--- src/rtl/wb_regbank_pkg.sv ---
// wb_regbank_pkg: shared types and helpers for the Wishbone register-bank slave.
//   state_t  - front-end FSM states
//   RSP_*    - registered response encoding {err, ack}
//   clog2    - ceiling log2 for parameter arithmetic
package wb_regbank_pkg;

  typedef enum logic [1:0] {
    IDLE    = 2'd0,
    RD_WAIT = 2'd1,
    RESP    = 2'd2
  } state_t;

  localparam logic [1:0] RSP_NONE = 2'b00;
  localparam logic [1:0] RSP_ACK  = 2'b01;
  localparam logic [1:0] RSP_ERR  = 2'b10;

  // Width of the read-latency counter (RD_LAT is 0..7).
  localparam int unsigned LAT_W = 3;

  function automatic int unsigned clog2(input int unsigned v);
    int unsigned r;
    r = 0;
    while ((32'd1 << r) < v) r = r + 1;
    return r;
  endfunction

endpackage

--- src/rtl/wb_regbank_slave_if.sv ---
// wb_regbank_slave_if: Wishbone classic bus bundle between host and slave.
//   master drives cyc/stb/we/adr/data/sel, slave drives ack/err/read data.
interface wb_regbank_slave_if #(
  parameter int unsigned AW = 16,
  parameter int unsigned DW = 16
);

  logic          i_wb_cyc;
  logic          i_wb_stb;
  logic          i_wb_we;
  logic [AW-1:0] i_wb_adr;
  logic [DW-1:0] i_wb_data;
  logic [DW/8-1:0] i_wb_sel;
  logic          o_wb_ack;
  logic          o_wb_err;
  logic [DW-1:0] o_wb_data;

  modport master (
    output i_wb_cyc, i_wb_stb, i_wb_we, i_wb_adr, i_wb_data, i_wb_sel,
    input  o_wb_ack, o_wb_err, o_wb_data
  );

  modport slave (
    input  i_wb_cyc, i_wb_stb, i_wb_we, i_wb_adr, i_wb_data, i_wb_sel,
    output o_wb_ack, o_wb_err, o_wb_data
  );

endinterface

--- src/rtl/wb_adr_decode.sv ---
// wb_adr_decode: combinational byte-address to register-index decoder.
//   i_wb_adr     - byte address from the bus
//   i_wb_we      - write request flag
//   valid        - address hits an existing, aligned register
//   idx          - register index (meaningful when valid)
//   ro_violation - valid write aimed at a read-only register
module wb_adr_decode
  import wb_regbank_pkg::*;
#(
  parameter int unsigned         AW         = 16,
  parameter logic [AW-1:0]       BASE_ADR   = '0,
  parameter int unsigned         ADR_STRIDE = 2,
  parameter int unsigned         N_REGS     = 4,
  parameter logic [N_REGS-1:0]   RO_MASK    = '0,
  parameter int unsigned         IW         = 2
) (
  input  logic [AW-1:0] i_wb_adr,
  input  logic          i_wb_we,
  output logic          valid,
  output logic [IW-1:0] idx,
  output logic          ro_violation
);

  localparam int unsigned SH = clog2(ADR_STRIDE);

  logic [AW-1:0] off;
  logic [AW-1:0] slot;

  always_comb begin
    // Below-base is caught by the compare; the subtraction may wrap.
    off   = i_wb_adr - BASE_ADR;
    slot  = off >> SH;
    valid = (i_wb_adr >= BASE_ADR)
         && ((off & AW'(ADR_STRIDE - 1)) == '0)
         && (slot < AW'(N_REGS));
    idx   = slot[IW-1:0];
    ro_violation = 1'b0;
    for (int unsigned i = 0; i < N_REGS; i++) begin
      if (valid && i_wb_we && (slot == AW'(i))) ro_violation = RO_MASK[i];
    end
  end

endmodule

--- src/rtl/wb_regbank_slave.sv ---
// wb_regbank_slave: Wishbone classic slave in front of a register file.
//   i_wb_clk/i_wb_rst - clock, synchronous active-high reset
//   wb               - Wishbone bus (slave modport)
//   i_reg_data       - read data from the register file
//   o_reg_idx/o_reg_data/o_reg_be - register index, write data, byte enables
//   o_reg_we/o_reg_re - one-cycle write/read strobes
// Every request gets exactly one ack or err pulse; reads wait RD_LAT cycles.
module wb_regbank_slave
  import wb_regbank_pkg::*;
#(
  parameter int unsigned       DW         = 16,
  parameter int unsigned       AW         = 16,
  parameter logic [AW-1:0]     BASE_ADR   = '0,
  parameter int unsigned       N_REGS     = 4,
  parameter int unsigned       ADR_STRIDE = 2,
  parameter int unsigned       RD_LAT     = 1,
  parameter logic [N_REGS-1:0] RO_MASK    = '0,
  localparam int unsigned      IW         = (clog2(N_REGS) < 1) ? 1 : clog2(N_REGS)
) (
  input  logic                i_wb_clk,
  input  logic                i_wb_rst,
  wb_regbank_slave_if.slave   wb,
  input  logic [DW-1:0]       i_reg_data,
  output logic [IW-1:0]       o_reg_idx,
  output logic [DW-1:0]       o_reg_data,
  output logic [DW/8-1:0]     o_reg_be,
  output logic                o_reg_we,
  output logic                o_reg_re
);

  state_t             state_q, state_d;
  logic [1:0]         rsp_q, rsp_d;
  logic [LAT_W-1:0]   cnt_q, cnt_d;
  logic [DW-1:0]      rdata_q, rdata_d;
  logic [DW-1:0]      wdata_q, wdata_d;
  logic [DW/8-1:0]    be_q, be_d;
  logic [IW-1:0]      idx_q, idx_d;
  logic               we_q, we_d;
  logic               re_q, re_d;

  logic               dec_valid;
  logic [IW-1:0]      dec_idx;
  logic               dec_ro;

  wb_adr_decode #(
    .AW         (AW),
    .BASE_ADR   (BASE_ADR),
    .ADR_STRIDE (ADR_STRIDE),
    .N_REGS     (N_REGS),
    .RO_MASK    (RO_MASK),
    .IW         (IW)
  ) u_dec (
    .i_wb_adr     (wb.i_wb_adr),
    .i_wb_we      (wb.i_wb_we),
    .valid        (dec_valid),
    .idx          (dec_idx),
    .ro_violation (dec_ro)
  );

  always_ff @(posedge i_wb_clk) begin
    if (i_wb_rst) begin
      state_q <= IDLE;
      rsp_q   <= RSP_NONE;
      cnt_q   <= '0;
      rdata_q <= '0;
      wdata_q <= '0;
      be_q    <= '0;
      idx_q   <= '0;
      we_q    <= 1'b0;
      re_q    <= 1'b0;
    end else begin
      state_q <= state_d;
      rsp_q   <= rsp_d;
      cnt_q   <= cnt_d;
      rdata_q <= rdata_d;
      wdata_q <= wdata_d;
      be_q    <= be_d;
      idx_q   <= idx_d;
      we_q    <= we_d;
      re_q    <= re_d;
    end
  end

  always_comb begin
    state_d = state_q;
    rsp_d   = RSP_NONE;
    cnt_d   = cnt_q;
    rdata_d = rdata_q;
    wdata_d = wdata_q;
    be_d    = be_q;
    idx_d   = idx_q;
    we_d    = 1'b0;
    re_d    = 1'b0;
    unique case (state_q)
      IDLE: begin
        if (wb.i_wb_cyc && wb.i_wb_stb) begin
          if (!dec_valid || dec_ro) begin
            rsp_d   = RSP_ERR;
            state_d = RESP;
          end else if (wb.i_wb_we) begin
            idx_d   = dec_idx;
            wdata_d = wb.i_wb_data;
            be_d    = wb.i_wb_sel;
            we_d    = |wb.i_wb_sel;
            rsp_d   = RSP_ACK;
            state_d = RESP;
          end else begin
            idx_d   = dec_idx;
            re_d    = 1'b1;
            cnt_d   = LAT_W'(RD_LAT);
            state_d = RD_WAIT;
          end
        end
      end
      RD_WAIT: begin
        if (!wb.i_wb_cyc) begin
          state_d = IDLE;
        end else if (cnt_q == '0) begin
          rdata_d = i_reg_data;
          rsp_d   = RSP_ACK;
          state_d = RESP;
        end else begin
          cnt_d = cnt_q - 1'b1;
        end
      end
      RESP:    state_d = IDLE;
      default: state_d = IDLE;
    endcase
  end

  assign wb.o_wb_ack  = (rsp_q == RSP_ACK);
  assign wb.o_wb_err  = (rsp_q == RSP_ERR);
  assign wb.o_wb_data = rdata_q;
  assign o_reg_idx    = idx_q;
  assign o_reg_data   = wdata_q;
  assign o_reg_be     = be_q;
  assign o_reg_we     = we_q;
  assign o_reg_re     = re_q;

endmodule
--- src/flat_wrapper.sv ---
// flat-port wrapper written by rule: the top's interface ports become plain ports
module wb_regbank_slave_flat import wb_regbank_pkg::*;
#(
  parameter int unsigned       DW         = 16,
  parameter int unsigned       AW         = 16,
  parameter logic [AW-1:0]     BASE_ADR   = '0,
  parameter int unsigned       N_REGS     = 4,
  parameter int unsigned       ADR_STRIDE = 2,
  parameter int unsigned       RD_LAT     = 1,
  parameter logic [N_REGS-1:0] RO_MASK    = '0,
  localparam int unsigned      IW         = (clog2(N_REGS) < 1) ? 1 : clog2(N_REGS)
)
  (i_wb_clk, i_wb_rst, i_reg_data, o_reg_idx, o_reg_data, o_reg_be, o_reg_we, o_reg_re, wb_i_wb_cyc, wb_i_wb_stb, wb_i_wb_we, wb_i_wb_adr, wb_i_wb_data, wb_i_wb_sel, wb_o_wb_ack, wb_o_wb_err, wb_o_wb_data);
  wb_regbank_slave_if #(.AW(AW), .DW(DW)) wb_i ();
  input  logic i_wb_clk;
  input  logic i_wb_rst;
  input  logic [DW-1:0] i_reg_data;
  output logic [IW-1:0] o_reg_idx;
  output logic [DW-1:0] o_reg_data;
  output logic [DW/8-1:0] o_reg_be;
  output logic o_reg_we;
  output logic o_reg_re;
  input wire logic [$bits(wb_i.i_wb_cyc)-1:0] wb_i_wb_cyc;
  input wire logic [$bits(wb_i.i_wb_stb)-1:0] wb_i_wb_stb;
  input wire logic [$bits(wb_i.i_wb_we)-1:0] wb_i_wb_we;
  input wire logic [$bits(wb_i.i_wb_adr)-1:0] wb_i_wb_adr;
  input wire logic [$bits(wb_i.i_wb_data)-1:0] wb_i_wb_data;
  input wire logic [$bits(wb_i.i_wb_sel)-1:0] wb_i_wb_sel;
  output wire logic [$bits(wb_i.o_wb_ack)-1:0] wb_o_wb_ack;
  output wire logic [$bits(wb_i.o_wb_err)-1:0] wb_o_wb_err;
  output wire logic [$bits(wb_i.o_wb_data)-1:0] wb_o_wb_data;
  assign wb_i.i_wb_cyc = wb_i_wb_cyc;
  assign wb_i.i_wb_stb = wb_i_wb_stb;
  assign wb_i.i_wb_we = wb_i_wb_we;
  assign wb_i.i_wb_adr = wb_i_wb_adr;
  assign wb_i.i_wb_data = wb_i_wb_data;
  assign wb_i.i_wb_sel = wb_i_wb_sel;
  assign wb_o_wb_ack = wb_i.o_wb_ack;
  assign wb_o_wb_err = wb_i.o_wb_err;
  assign wb_o_wb_data = wb_i.o_wb_data;
  wb_regbank_slave #(.DW(DW), .AW(AW), .BASE_ADR(BASE_ADR), .N_REGS(N_REGS), .ADR_STRIDE(ADR_STRIDE), .RD_LAT(RD_LAT), .RO_MASK(RO_MASK)) u_core (.i_wb_clk(i_wb_clk), .i_wb_rst(i_wb_rst), .wb(wb_i), .i_reg_data(i_reg_data), .o_reg_idx(o_reg_idx), .o_reg_data(o_reg_data), .o_reg_be(o_reg_be), .o_reg_we(o_reg_we), .o_reg_re(o_reg_re));
endmodule
--- config.mk ---
export PLATFORM = sky130hd
export DESIGN_NAME = wb_regbank_slave_flat
export DESIGN_NICKNAME = d
export VERILOG_FILES = /design/src/rtl/wb_regbank_pkg.sv /design/src/rtl/wb_regbank_slave_if.sv /design/src/rtl/wb_adr_decode.sv /design/src/rtl/wb_regbank_slave.sv /design/src/flat_wrapper.sv
export SDC_FILE = /design/constraint.sdc
export NUM_CORES = 1
export LEC_CHECK = 0
export ABC_AREA = 1
export CORE_AREA = 2 2 65 91
export DETAILED_ROUTE_END_ITERATION = 6
export DIE_AREA = 0 0 67 93
export PLACE_DENSITY = 0.73
export SETUP_SLACK_MARGIN = 0.5
export SYNTH_ARGS = -nofsm -noshare
export SYNTH_HDL_FRONTEND = slang
export SYNTH_SLANG_ARGS = --single-unit
--- constraint.sdc ---
create_clock -name i_wb_clk -period 1.5 [get_ports i_wb_clk]
set_input_delay 0.15 -clock i_wb_clk [delete_from_list [all_inputs] [get_ports i_wb_clk]]
set_output_delay 0.15 -clock i_wb_clk [all_outputs]
set_load 0.005 [all_outputs]
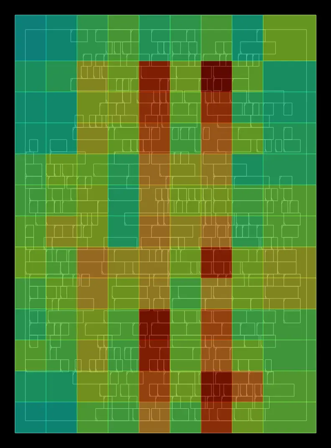
Figure 1: routing congestion map.
final core occ: 60.11%
Avg WL per Cell: 13.22 um
most used routing layer: met2
met1 usage: 20.27%

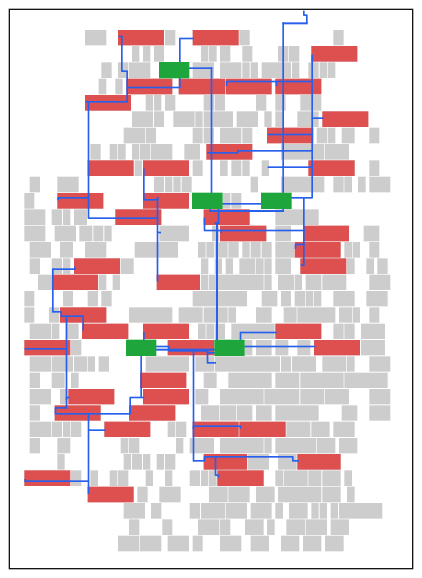
Figure 2: clock network drawn from the DEF.
Drawn at 6 px/um.
- green: clock-net drivers (count 5)
- blue: clock wires (length 536 um)
- red: flip-flops (count 45)
- routed clock nets: 6
clock latency on the worst-skew pair: 290 ps
Clk pwr share: 38.1%
Max Clock Skew: 4.235 ps

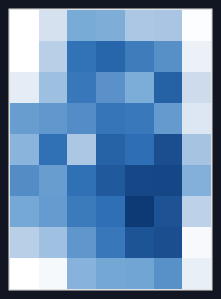
Figure 3: cell density map.
Drawn at 3 px/um. The die is cut into 7 by 9 equal tiles; white is low, dark blue is high, 0 to 100% covered.
- tiles over 75% full: 18%
- nearly empty tiles: 6.3%
- fullest tile: 97%
area of the core: 5445 sq um
Floorplan Utilization: 33.57%

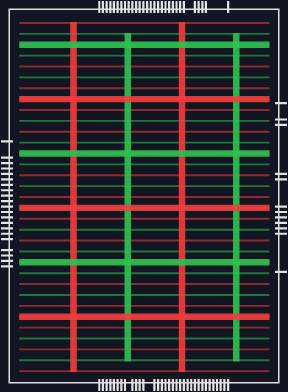
Figure 4: floorplan with the power grid.
Drawn at 4 px/um. Pins as bars on the die edge.
- red: VSS
- green: VDD
- met5 straps: 6
- rows: 32
VDD IR-drop max: 0.7336 mV
die y size: 93 um
Die X-Extent: 67 um

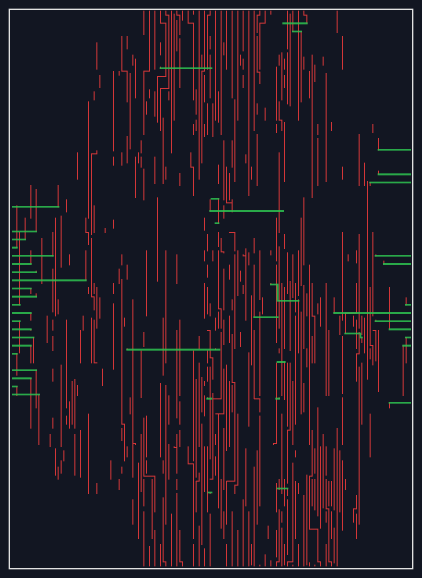
Figure 5: routed metal, one color a layer.
Drawn at 6 px/um. Two of the layers only.
- green: M3 (wire length 190 um)
- red: M2 (wire length 3050 um)
total global-route track usage: 17.77%
Vias: 1889
Total Wirelength: 5514 um

[through the flow]
stage	TNS [ps]	hold WS, ps	instance area [sq um]	util, %
2_1_floorplan	0	278.2	1873	-
3_3_place_gp	-2531	463.2	2930	53.81
3_5_place_dp	-4162	468.1	2930	53.81
4_1_cts	0	407.4	3317	60.91
5_1_grt	0	438.9	3273	60.11
6_report	0	436.8	3273	60.11
[power groups by stage]
stage          combinational, mW  sequential, mW  clock (mW)
2_1_floorplan             0.0927            1.24           0
3_3_place_gp               0.274            1.24           0
3_5_place_dp               0.277            1.24           0
4_1_cts                    0.293            1.21       0.970
5_1_grt                    0.343            1.22        1.01
6_report                   0.316            1.21       0.940
[layer usage]
metal	up-vias	part of all wire [%]
li1	968	-
met2	52	55
met5	-	0
met4	0	2.0
met3	12	3.4
met1	857	39
[tightest hold or removal path, stage by stage]
cell	delay (ps)
clkdlybuf4s50_1	400
nor2_1	100
nor2_1	50
[kinds of logic after synthesis]
group	after synthesis	synth area share, %
simple gates	116	31.42
buf+inv	20	5.475
flops	45	49.28
fa+ha+maj	2	1.369
compound gates	44	12.46
[placed cells by master (no fill, tap or decap), types with 6 or more instances in the layout]
master,netlist,routed
nor2_2,9,11
clkdlybuf4s50_1,0,40
buf_4,1,14
nand2_1,15,7
dfxtp_2,0,42
buf_2,1,10
o21ai_0,25,16
clkbuf_2,1,26
inv_2,3,6
dlygate4sd2_1,0,14
clkbuf_8,0,6
nor2_1,74,69
nor2_4,3,6
o21ai_1,10,19
nand2_2,3,7
buf_12,0,7
[repair_timing]
action | CTS | global route
pin swaps | 25 | 7
hold buffers | 0 | 0
buffers inserted | 12 | 4
resized | 163 | 55
cloned | 3 | 0
setup endpoints to repair | 84 | 81
==> qor.csv <==
stage;metric;value;unit
final_layout;bufs w/o clock;119;
sta;Final min period;1359;ps
sta;RSZ-0062 raised after global routing;yes;
clocking;Clock Sinks;45;
setup_path;Worst setup SP type;flip-flop;
logic_synthesis;Synth Flop Type;dfxtp_1;
logic_synthesis;Chip Area, Yosys;1828;sq um
logic_synthesis;count of cell types in the netlist;29;
final_layout;MI comb area;1032;sq um
run_status;status;finished, final reports clean;
grt;grt met2 use;31.11;%
logic_synthesis;Yosys top cell by instances;nor2_1;
sta;Rel. slew slack;83.42;%
logic_synthesis;top post-synthesis cells by count;nor2_1, dfxtp_1, o21ai_0;
clocking;Root Buffer;clkbuf_8;
logic_synthesis;count of state elements after synthesis;45;
sta;final hold vios;0;
worst_hold_path;hold crit path type;primary input to flip-flop;
final_layout;Flops;45;
sta;Slew @ Worst Pin;247.9;ps
final_layout;clk cell area share;3.555;%
sta;post-route setup slack;140.9;ps
clocking;Num CTS Buffers;5;
pwr;Leak Pwr;1.482;nW
setup_path;Worst Path Arrival;1590;ps
grt;gr ovfl total;0;
worst_hold_path;hold_sp;wb_i_wb_data[3];
Power figures rest on the tool's default switching activity, not on a simulated workload.
